[config.mk]
export PLATFORM = sky130hd
export DESIGN_NAME = tmds_decoder
export DESIGN_NICKNAME = d
export VERILOG_FILES = /design/src/rtl/tmds_decoder.sv
export SDC_FILE = /design/constraint.sdc
export NUM_CORES = 1
export LEC_CHECK = 0
export ABC_AREA = 1
export CORE_MARGIN = 2
export CORE_UTILIZATION = 45
export CTS_CLUSTER_SIZE = 12
export DETAILED_ROUTE_END_ITERATION = 8
export GPL_TIMING_DRIVEN = 0
export PLACE_DENSITY = 0.67
export SLEW_MARGIN = 20
export SYNTH_ARGS = -nofsm -noshare
export SYNTH_HDL_FRONTEND = slang
export SYNTH_SLANG_ARGS = --single-unit
[constraint.sdc]
create_clock -name pixclk -period 1.87 [get_ports pixclk]
set_input_delay 0.2805 -clock pixclk [delete_from_list [all_inputs] [get_ports pixclk]]
set_output_delay 0.2805 -clock pixclk [all_outputs]
set_load 0.005 [all_outputs]
[src/rtl/tmds_decoder.sv]
// TMDS receive decoder for one channel: word alignment by control-token hunting
// with bitslip requests, then decode of video data, control data and VDE.
module tmds_decoder #(
  parameter int LOCK_COUNT    = 8,
  parameter int SEARCH_WINDOW = 64,
  parameter int SLIP_SETTLE   = 4,
  parameter int LOSS_TIMEOUT  = 4096
) (
  input  logic       pixclk,
  input  logic       rst,
  input  logic [9:0] TMDS,
  output logic [7:0] VD,
  output logic [1:0] CD,
  output logic       VDE,
  output logic       aligned,
  output logic       bitslip,
  output logic [7:0] slip_count
);

  localparam int RUN_W = $clog2(LOCK_COUNT) + 1;
  localparam int WIN_W = $clog2(SEARCH_WINDOW) + 1;
  localparam int SET_W = $clog2(SLIP_SETTLE) + 1;
  localparam int GAP_W = $clog2(LOSS_TIMEOUT) + 1;

  // Last count value before each limit fires; comparing against limit-1 lets
  // the transition happen on the same edge that would reach the limit.
  localparam logic [RUN_W-1:0] RUN_LAST = RUN_W'(LOCK_COUNT - 1);
  localparam logic [WIN_W-1:0] WIN_LAST = WIN_W'(SEARCH_WINDOW - 1);
  localparam logic [SET_W-1:0] SET_LAST = SET_W'(SLIP_SETTLE - 1);
  localparam logic [GAP_W-1:0] GAP_LAST = GAP_W'(LOSS_TIMEOUT - 1);

  typedef enum logic [1:0] {SEARCH, SLIP, SLIP_WAIT, LOCKED} state_t;

  state_t           state, state_nxt;
  logic [RUN_W-1:0] run_cnt, run_nxt;
  logic [WIN_W-1:0] win_cnt, win_nxt;
  logic [SET_W-1:0] set_cnt, set_nxt;
  logic [GAP_W-1:0] gap_cnt, gap_nxt;
  logic [7:0]       slip_nxt;
  logic [7:0]       vd_nxt;
  logic [1:0]       cd_nxt;
  logic             vde_nxt;
  logic             is_tok;
  logic [1:0]       tok_cd;
  logic [7:0]       data_dec;

  // Undo the transition-minimising encoding: optional inversion, then XOR/XNOR chain.
  function automatic logic [7:0] decode_data(input logic [9:0] w);
    logic [7:0] q;
    logic [7:0] d;
    q = w[9] ? ~w[7:0] : w[7:0];
    d[0] = q[0];
    for (int i = 1; i < 8; i++) begin
      d[i] = w[8] ? (q[i] ^ q[i-1]) : ~(q[i] ^ q[i-1]);
    end
    return d;
  endfunction

  // Saturating increment so the slip counter parks at 255.
  function automatic logic [7:0] sat_inc(input logic [7:0] v);
    return (v == 8'hFF) ? v : v + 8'd1;
  endfunction

  // Control token recognition and the data decode of the current word.
  always_comb begin
    is_tok = 1'b1;
    tok_cd = 2'b00;
    unique case (TMDS)
      10'b1101010100: tok_cd = 2'b00;
      10'b0010101011: tok_cd = 2'b01;
      10'b0101010100: tok_cd = 2'b10;
      10'b1010101011: tok_cd = 2'b11;
      default:        is_tok = 1'b0;
    endcase
    data_dec = decode_data(TMDS);
  end

  // Next-state, counter and output computation for the alignment FSM.
  always_comb begin
    state_nxt = state;
    run_nxt   = run_cnt;
    win_nxt   = win_cnt;
    set_nxt   = set_cnt;
    gap_nxt   = gap_cnt;
    slip_nxt  = slip_count;
    unique case (state)
      SEARCH: begin
        if (is_tok && run_cnt == RUN_LAST) begin
          state_nxt = LOCKED;
          run_nxt   = '0;
          win_nxt   = '0;
          gap_nxt   = '0;
        end else if (win_cnt == WIN_LAST) begin
          state_nxt = SLIP;
          run_nxt   = '0;
          win_nxt   = '0;
          slip_nxt  = sat_inc(slip_count);
        end else begin
          win_nxt = win_cnt + WIN_W'(1);
          run_nxt = is_tok ? run_cnt + RUN_W'(1) : '0;
        end
      end
      SLIP: begin
        state_nxt = SLIP_WAIT;
        set_nxt   = '0;
      end
      SLIP_WAIT: begin
        if (set_cnt == SET_LAST) begin
          state_nxt = SEARCH;
          set_nxt   = '0;
          run_nxt   = '0;
          win_nxt   = '0;
        end else begin
          set_nxt = set_cnt + SET_W'(1);
        end
      end
      LOCKED: begin
        if (is_tok) begin
          gap_nxt = '0;
        end else if (gap_cnt == GAP_LAST) begin
          state_nxt = SEARCH;
          gap_nxt   = '0;
          run_nxt   = '0;
          win_nxt   = '0;
        end else begin
          gap_nxt = gap_cnt + GAP_W'(1);
        end
      end
      default: state_nxt = SEARCH;
    endcase

    // Outputs follow the state this edge moves into.
    vd_nxt  = 8'd0;
    cd_nxt  = 2'b00;
    vde_nxt = 1'b0;
    if (state_nxt == LOCKED) begin
      if (is_tok) begin
        cd_nxt = tok_cd;
      end else begin
        vde_nxt = 1'b1;
        vd_nxt  = data_dec;
        cd_nxt  = CD;
      end
    end
  end

  // State, counters and registered outputs.
  always_ff @(posedge pixclk) begin
    if (rst) begin
      state      <= SEARCH;
      run_cnt    <= '0;
      win_cnt    <= '0;
      set_cnt    <= '0;
      gap_cnt    <= '0;
      slip_count <= 8'd0;
      VD         <= 8'd0;
      CD         <= 2'b00;
      VDE        <= 1'b0;
      aligned    <= 1'b0;
      bitslip    <= 1'b0;
    end else begin
      state      <= state_nxt;
      run_cnt    <= run_nxt;
      win_cnt    <= win_nxt;
      set_cnt    <= set_nxt;
      gap_cnt    <= gap_nxt;
      slip_count <= slip_nxt;
      VD         <= vd_nxt;
      CD         <= cd_nxt;
      VDE        <= vde_nxt;
      aligned    <= (state_nxt == LOCKED);
      bitslip    <= (state_nxt == SLIP);
    end
  end

endmodule

Figure 1. Gate-type map (run 1).
(6 px per micron)
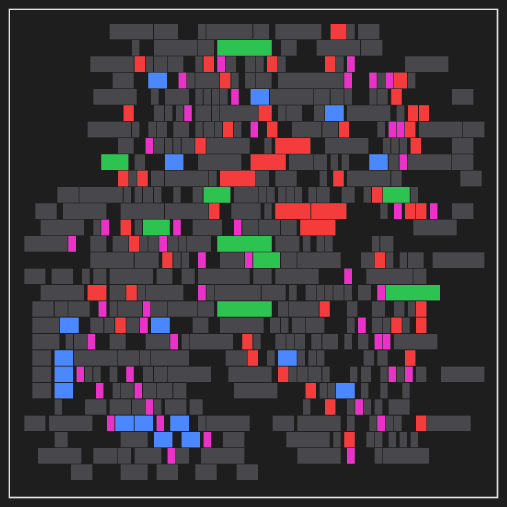
color	family	cells	most used
green	fa/ha/maj cells	9	ha_1
red	aoi and oai cells	50	a21oi_1
blue	xor and xnor cells	17	xor2_1
magenta	inv cells	47	inv_1

Figure 2. Routing congestion (run 1).
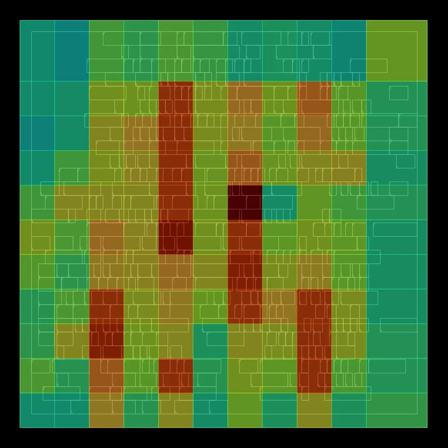
routed len/inst: 12.42 microns
Final Core Density: 62.43%

Figure 3. Zoomed window (run 1).
Window x 21 to 61, y 37 to 77 microns. Cells in gray, sequential cells in the stronger gray; small squares are vias.
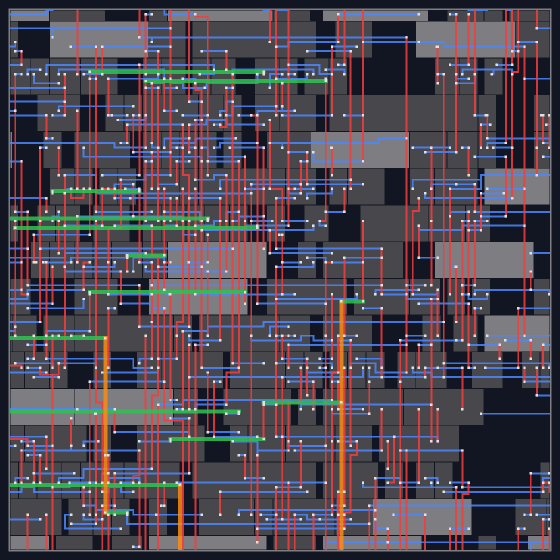
color	layer
red	M2
green	M3
orange	M4
blue	M1
cells with their middle in the window	154
sequential cells in the window	11
most frequent	nand2_1 (26), nor2_1 (21), inv_1 (13)
netlist names of flops here include	slip_count (4), win_cnt (3), set_cnt (2)

==> notes.md, run 1 <==
flow finished, numbers: layout cells sized above 1 22.60%, area leader, netlist dfxtp_1, RSZ-0062 raised after global routing yes, Critical Path AT 2.03 ns, most used logic cell in the final layout nand2_1, largest net degree at the start of global routing 15, Area Overhead vs Synth 36.47%, Combinational Power Share 16.4%, CTS clk-pin slew, worst paths 0.09 ns, Peak VDD IR 0.3350 mV, Ports 33, Core Util at FP 45.74%, Lkg Pwr 1.471 nW, Die Width 81.12 microns, Synth area leaders dfxtp_1 37%, nor2_1 10%, nand2_1 9.8%, Total GRT Usage 19.45%, Initial DRC Count 140, Clock Power Share 33.7%, Top reg by flops gap_cnt, Sw Share 26.60%, Placed Instances 491, CP endpoint kind register, Final ANT Viol Nets 0, sequential power share 49.9%, Final Max Tran Viols 0, yosys cell count 385, count leader, synth nor2_1, Min-Delay Path Class in -> reg, worst rel slew slack 63.50%, FA/HA/MAJ Cells, Area Fraction 4.208%, R2R depth 11, Top Layout Cells 63 x nand2_1, 53 x nor2_1, 43 x dfxtp_1, routed wl met2 3.183 mm, WP buf/inv 0, routability congestion estimate 0.8318, Filler cells 504, initial antenna violation count 0, post-CTS sizing 29, routed wire length 6.482 mm, Flop area 1015 sq um, Residual DRC 0, Worst setup SP type register, Antenna Cells 0, CTS Buf Count 5, placed cell area 3080 sq um, CTS Root Cell clkbuf_8, M1 WL 2.899 mm, clk latency late pin 0.30 ns, chip area 6580 sq um, fin area 3652 sq um, Tool Warnings 31, Post-synth EDFFs 0, crit path DRT 2.12 ns, critical path depth 11, met3 WL 312 microns, Avg Inst Size Synth 6.951 sq um, Yosys warnings 0, PwrDens 617.2 nW/um^2, period utilization 95.37%, cts-stage hold buffer count 0, Hold Path Sink VD[2], biggest regs gap_cnt (13), VD (8), slip_count (8), CP cell instances ha_4 -> nand3_4 -> nor2_4 -> nand2_2 -> nor2_4 -> nor2_1 -> nand2_1 -> nand2_2 -> a21oi_4 -> nand3_4 -> nor2_2, fin nets 467, Synth async-reset ratio 0%, DR top layer met4, worst reg2reg startpoint win_cnt[1], H-tree depth 2, drt first pass iters 4, CP top delay family simple AND/OR/NAND/NOR gates, Hold Fails Final Rpt 0, Hold Crit Start TMDS[1], post-DP HPWL 4.198 mm, GRT overflow 0, R2R Path End VD[3], CP Class reg -> reg, net count after synthesis 406, simple share 33.15%, GRT Max-Usage Layer met2, clk buf depth 2, met2 usage 33.97%, synthesis area per yosys 2676 sq um, synthesized cell area 2676 sq um, setup TNS 0 ns, ao+oa area frac 11.92%, xor and xnor fraction of the mapped netlist area 5.563%, port bufs 31, Worst-Margin Slew 0.5475 ns, final worst slack 0.08663 ns, crit-path max FO 5, status complete, no violations, worst hold slack 0.3359 ns, FF+latch count, synth 50, first-pass GRT wire length 10.23 mm, Commonest flop dfxtp_1, DIE HEIGHT 81.12 microns, via count 2650, Final Skew 0.008577 ns, Worst Hold Depth 3, Dominant comb cell simple AND/OR/NAND/NOR gates, row count 28, met3 GRT Util 4.222%, vias in the first global route 2322, Max-cap violations 0, power consumption 2.254 mW, Critical Path Source win_cnt[1], Final setup viols 0, total internal power 1.654 mW, logic area 1735 sq um, Cell Count, Final, Fillers Out 522, net switching power 599.7 uW, Synth top area share 37.40%, max FFs per register 13, mux frac, synth 0%, pre-CTS WS -0.4770 ns, R2R setup slack 0.09 ns, Seq share, synth 37.40%, Vias/cell 5.077, GR met1 Demand/Resource 24.21%, highest cell delay on the worst timing path 0.36 ns, Cells after Synth 385
run 1: cell type report:
class	count	share of cell area, %
Buffer	5	0.8222
Clock buffer	7	2.090
Clock inverter	1	0.8222
Inverter	47	4.830
Multi-Input combinational cell	283	47.52
Sequential cell	50	27.78
Tap cell	75	2.569
Timing Repair Buffer	54	13.57
run 1: power groups by stage:
stage	registers [mW]	clock network (mW)	logic [mW]
after floorplan	1.14	0	0.195
after global placement	1.14	0	0.265
after detailed placement	1.14	0	0.269
after CTS	1.12	0.774	0.312
after global routing	1.13	0.815	0.409
final	1.13	0.759	0.370
run 1: logic make-up after synthesis:
| group | count (synthesis) |
|---|---|
| fa+ha+maj | 9 |
| xor+xnor | 17 |
| flops | 50 |
| compound gates | 53 |
| buf+inv | 53 |
| simple gates | 203 |
==> run 2: changes to the inputs <==
--- a/config.mk
+++ b/config.mk
@@ -12,6 +12,7 @@
 export DETAILED_ROUTE_END_ITERATION = 8
 export GPL_TIMING_DRIVEN = 0
 export PLACE_DENSITY = 0.67
+export SKIP_CTS_REPAIR_TIMING = 1
 export SLEW_MARGIN = 20
 export SYNTH_ARGS = -nofsm -noshare
 export SYNTH_HDL_FRONTEND = slang
Figure 4. Zoomed window (run 2).
Window x 21 to 61, y 37 to 77 microns. Cells in gray, sequential cells in the stronger gray; small squares are vias.
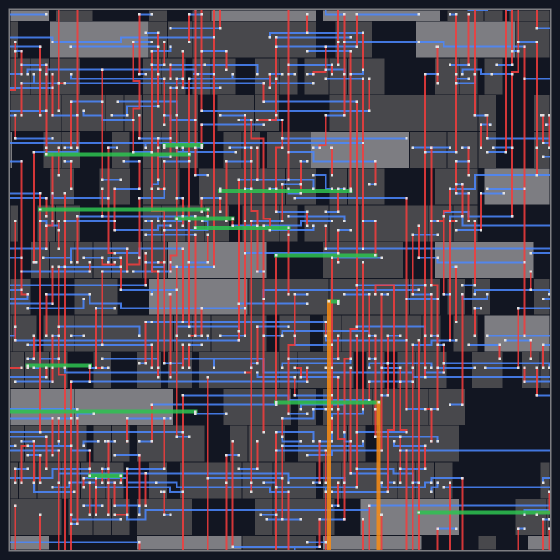
color	layer
blue	M1
green	M3
red	M2
orange	M4
cells with their middle in the window	152
most frequent	nand2_1 (25), nor2_1 (20), inv_1 (12)
netlist names of flops here include	slip_count (4), win_cnt (3), set_cnt (2)
sequential cells in the window	11

Figure 5. Gate-type map (run 2).
(6 px per micron)
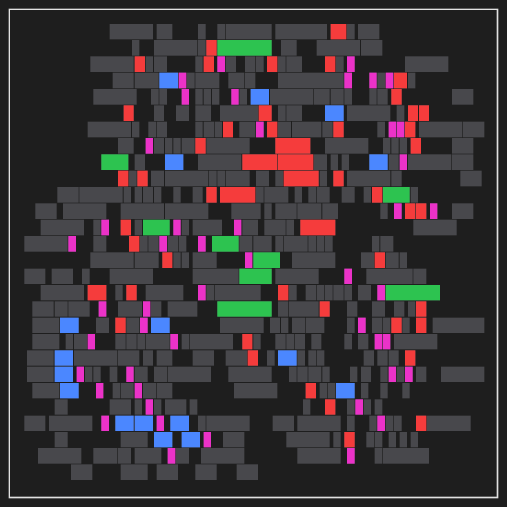
color	family	cells	most used
magenta	inv cells	47	inv_1
green	fa/ha/maj cells	9	ha_1
blue	xor and xnor cells	17	xor2_1
red	aoi and oai cells	50	a21oi_1
logic share of the area: 48.28%
most used logic cell in the final layout: nand2_1
Cell Count, Final, Fillers Out: 509

==> run 2 against run 1 <==
  * Register-to-register slack worse by 0.04 ns
  * Synthesized cell count stayed put
  * Final area is 3.3% lower
  * Largest cell class unchanged
  * Clock power hardly changed
  * Clock skew hardly changed
  * Fmax is 2.0% lower
  * Highest routed layer unchanged
  * Sequential share of layout area is 0.94 points higher
  * Utilization is 2.1 points lower
  * Synthesized area stayed put
  * Largest power group unchanged
  * Global-route usage is 0.70 points lower
  * Final cell count is 2.5% lower
==> notes.md, run 2 <==
flow finished, numbers: Ports 33, Flop area 1015 sq um, ClkCell Share 3.011%, Filler cells 513, highest cell delay on the worst timing path 0.36 ns, n_taps 75, area leader, netlist dfxtp_1, worst rel slew slack 62.92%, GR met1 Demand/Resource 23.26%, routed len/inst 12.13 microns, Max-cap violations 0, Synth area leaders dfxtp_1 37%, nor2_1 10%, nand2_1 9.8%, first-pass GRT wire length 9.818 mm, DR top layer met4, Final ANT Viol Nets 0, Non-clk bufs 46, H-tree depth 2, layout clock buffer count 7, clk buf depth 2, Synth async-reset ratio 0%, inverters 47, synthesis area per yosys 2676 sq um, GRT Max-Usage Layer met2, worst reg2reg startpoint win_cnt[1], Final Core Density 60.37%, total internal power 1.646 mW, synthesized cell area 2676 sq um, setup TNS 0 ns, sequential power share 50.5%, status complete, no violations, Cells after Synth 385, Final setup viols 0, crit-path max FO 6, Commonest flop dfxtp_1, via count 2578, CTS Buf Count 5, initial antenna violation count 0, crit path DRT 2.12 ns, Antenna Cells 0, largest net degree at the start of global routing 15, placed cell area 3080 sq um, Combinational Power Share 15.8%, Worst Hold Depth 3, Initial DRC Count 103, Biggest Area Class combinational gates, Top Layout Cells 63 x nand2_1, 52 x nor2_1, 43 x dfxtp_1, count leader, synth nor2_1, net count after synthesis 406, Comb power 353 uW, Clock group 756 uW, Die Width 81.12 microns, pre-CTS WS -0.4770 ns, Avg Inst Size Synth 6.951 sq um, row count 28, layout cells sized above 1 19.82%, PwrDens 633.5 nW/um^2, clk latency late pin 0.30 ns, net switching power 591.3 uW, GRT overflow 0, Placed Instances 491, period utilization 97.32%, CTS clk-pin slew, worst paths 0.09 ns, Critical Path AT 2.07 ns, FF+latch count, synth 50, biggest regs gap_cnt (13), VD (8), slip_count (8), post-DP HPWL 4.198 mm, Hold Path Sink VD[5], CTS Root Cell clkbuf_8, Vias/cell 5.065, Top pwr grp sequential cells, power consumption 2.238 mW, Final Skew 0.008711 ns, met2 usage 33.06%, Post-synth EDFFs 0, yosys cell count 385, Total GRT Usage 18.75%, fin area 3532 sq um
-- run 2: cell types whose count changed in the layout (fill, tap and decap cells not counted), moves of 2 or more --
cell            delta
buf_4             -12
dlymetal6s2s_1     +3
nand3_1            +2
nor2_2             +2
dlygate4sd2_1      -3
-- run 2: worst max-delay path, delay by kind of cell (launching register included) --
kind | cells | cell delay, ns
AND/OR/NAND/NOR | 9 | 1.00
flip-flops | 1 | 0.36
AND-OR/OR-AND | 1 | 0.24
adder cells (fa/ha/maj) | 1 | 0.16
-- run 2: logic make-up after synthesis --
kind of cell / Yosys count / share of synthesized area, %
AND-OR/OR-AND: 53 / 11.92
buffers and inverters: 53 / 7.760
adder cells (fa/ha/maj): 9 / 4.208
AND/OR/NAND/NOR: 203 / 33.15
flip-flops: 50 / 37.40
XOR/XNOR: 17 / 5.564
==> run 3: changes to the inputs <==
--- a/config.mk
+++ b/config.mk
@@ -6,6 +6,7 @@
 export NUM_CORES = 1
 export LEC_CHECK = 0
 export ABC_AREA = 1
+export CAP_MARGIN = 20
 export CORE_MARGIN = 2
 export CORE_UTILIZATION = 45
 export CTS_CLUSTER_SIZE = 12
Figure 6. Sequential cells colored by netlist name (run 3).
(6 px per micron) Other sequential cells in the stronger gray, the rest of the logic in the fainter gray.
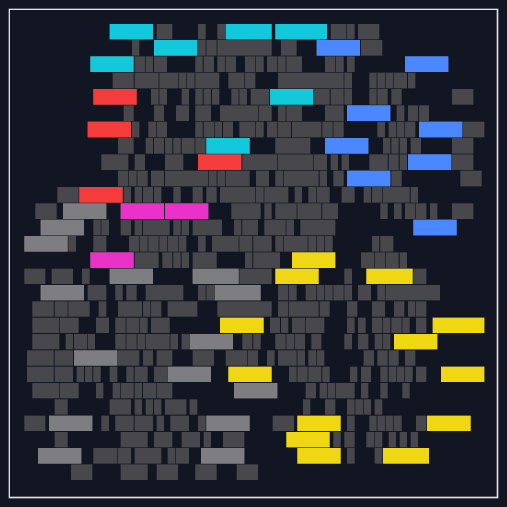
color	netlist name	flops
red	run_cnt	4
magenta	set_cnt	3
yellow	gap_cnt	13
cyan	win_cnt	7
blue	slip_count	8
not colored	15
Flop area: 1015 sq um
Seq group: 1.13 mW
flop share of the area: 28.73%
Final Core Density: 60.37%

Figure 7. Gate-type map (run 3).
(6 px per micron)
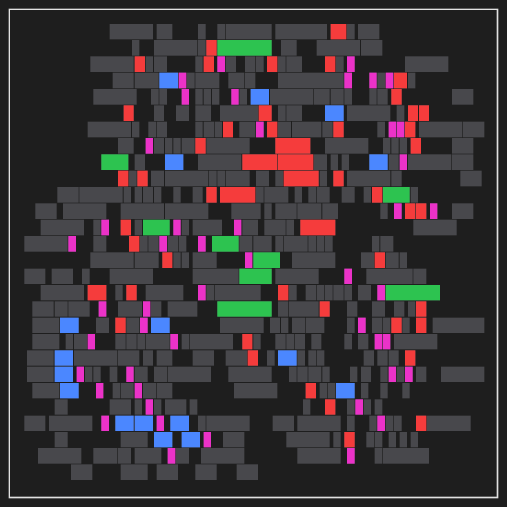
color	family	cells	most used
red	aoi and oai cells	50	a21oi_1
green	fa/ha/maj cells	9	ha_1
blue	xor and xnor cells	17	xor2_1
magenta	inv cells	47	inv_1

==> run 3 against run 2 <==
  * Critical path depth unchanged
  * Largest power group unchanged
  * Worst setup slack stayed put
  * Via count unchanged
  * Combinational power about the same
  * Flip-flop count stayed put
  * Clock power hardly changed
  * Global-route usage unchanged
  * Clock skew did not move
  * Final cell count is the same
  * Fmax is the same
  * Synthesized cell count is the same
  * Clock-buffer cell count unchanged
==> notes.md, run 3 <==
flow finished, numbers: status complete, no violations, Yosys warnings 0, Max-cap violations 0, CP top delay family simple AND/OR/NAND/NOR gates, Final Skew 0.008711 ns, count leader, synth nor2_1, first-pass GRT wire length 9.818 mm, highest cell delay on the worst timing path 0.36 ns, vias in the first global route 2247, synthesis area per yosys 2676 sq um, initial antenna violation count 0, Clock group 756 uW, most used logic cell in the final layout nand2_1, Final Max Tran Viols 0, yosys cell count 385, pre-CTS WS -0.4770 ns, net count after synthesis 406, Total GRT Usage 18.75%, period utilization 97.32%, row count 28, mux frac, synth 0%, Peak VDD IR 0.3216 mV, drt first pass iters 4, synthesized cell area 2676 sq um, net switching power 591.3 uW, CP cell instances ha_4 -> nand3_4 -> nor2_4 -> nand2_2 -> nor2_4 -> nor2_1 -> nand2_1 -> nand2_2 -> a21oi_4 -> nand3_4 -> nor2_2, Comb power 353 uW, Core Util at FP 45.74%, Placed Instances 491, Tool Warnings 30, Cell Count, Final, Fillers Out 509, Worst setup SP type register, via count 2578, chip area 6580 sq um, Die Width 81.12 microns, Min-Delay Path Class in -> reg, Seq share, synth 37.40%, Synth top area share 37.40%, GRT overflow 0, Final setup viols 0, routability congestion estimate 0.8318, Area Overhead vs Synth 31.98%, setup TNS 0 ns, FF+latch count, synth 50, clk buf depth 2, M1 WL 2.833 mm, Initial DRC Count 103, Antenna Cells 0, fin area 3532 sq um, Cells after Synth 385, crit path DRT 2.12 ns, crit-path max FO 6, worst rel slew slack 62.92%, FA/HA/MAJ Cells, Area Fraction 4.208%, fin nets 454, met3 GRT Util 4.222%, routed wl met2 3.019 mm, Hold Fails Final Rpt 0, Vias/cell 5.065, Worst-Margin Slew 0.5562 ns, DR top layer met4, Top pwr grp sequential cells, met2 usage 33.06%, clk latency late pin 0.30 ns, Top Layout Cells 63 x nand2_1, 52 x nor2_1, 43 x dfxtp_1, GR met1 Demand/Resource 23.26%, port bufs 31, ao+oa area frac 11.92%, placed cell area 3080 sq um, Lkg Pwr 1.426 nW, WP buf/inv 0, Top reg by flops gap_cnt, Synth area leaders dfxtp_1 37%, nor2_1 10%, nand2_1 9.8%, Combinational Power Share 15.8%, final worst slack 0.05010 ns, CTS clk-pin slew, worst paths 0.09 ns, CTS Root Cell clkbuf_8, Commonest flop dfxtp_1, Critical Path AT 2.07 ns, layout cells sized above 1 19.82%, total internal power 1.646 mW, DIE HEIGHT 81.12 microns, largest net degree at the start of global routing 15, max FFs per register 13, Avg Inst Size Synth 6.951 sq um, GRT Max-Usage Layer met2, Sw Share 26.42%, Residual DRC 0, routed len/inst 12.13 microns, Ports 33, simple share 33.15%, Final ANT Viol Nets 0, Post-synth EDFFs 0
==> run 3: cell counts after synthesis <==
No cell type changed its count.
==> run 3: area by class of cell <==
type / instances / area (sq um)
inverter: 47 / 176.4
multi-input combinational: 283 / 1705
tap: 75 / 93.84
timing repair buffer: 41 / 405.4
sequential: 50 / 1015
fill: 513 / 2318
clock buffer: 7 / 76.32
buffer: 5 / 30.03
clock inverter: 1 / 30.03
==> run 3: final timing paths <==
kind              start    endpoint  slack, ns  depth (start not counted)
min reg2reg  set_cnt[2]  set_cnt[2]       0.46                          2
min             TMDS[5]       VD[5]       0.33                          3
max          win_cnt[1]       VD[5]       0.05                         11
max reg2reg  win_cnt[1]       VD[5]       0.05                         11
Power is estimated from default activity; no workload was simulated.
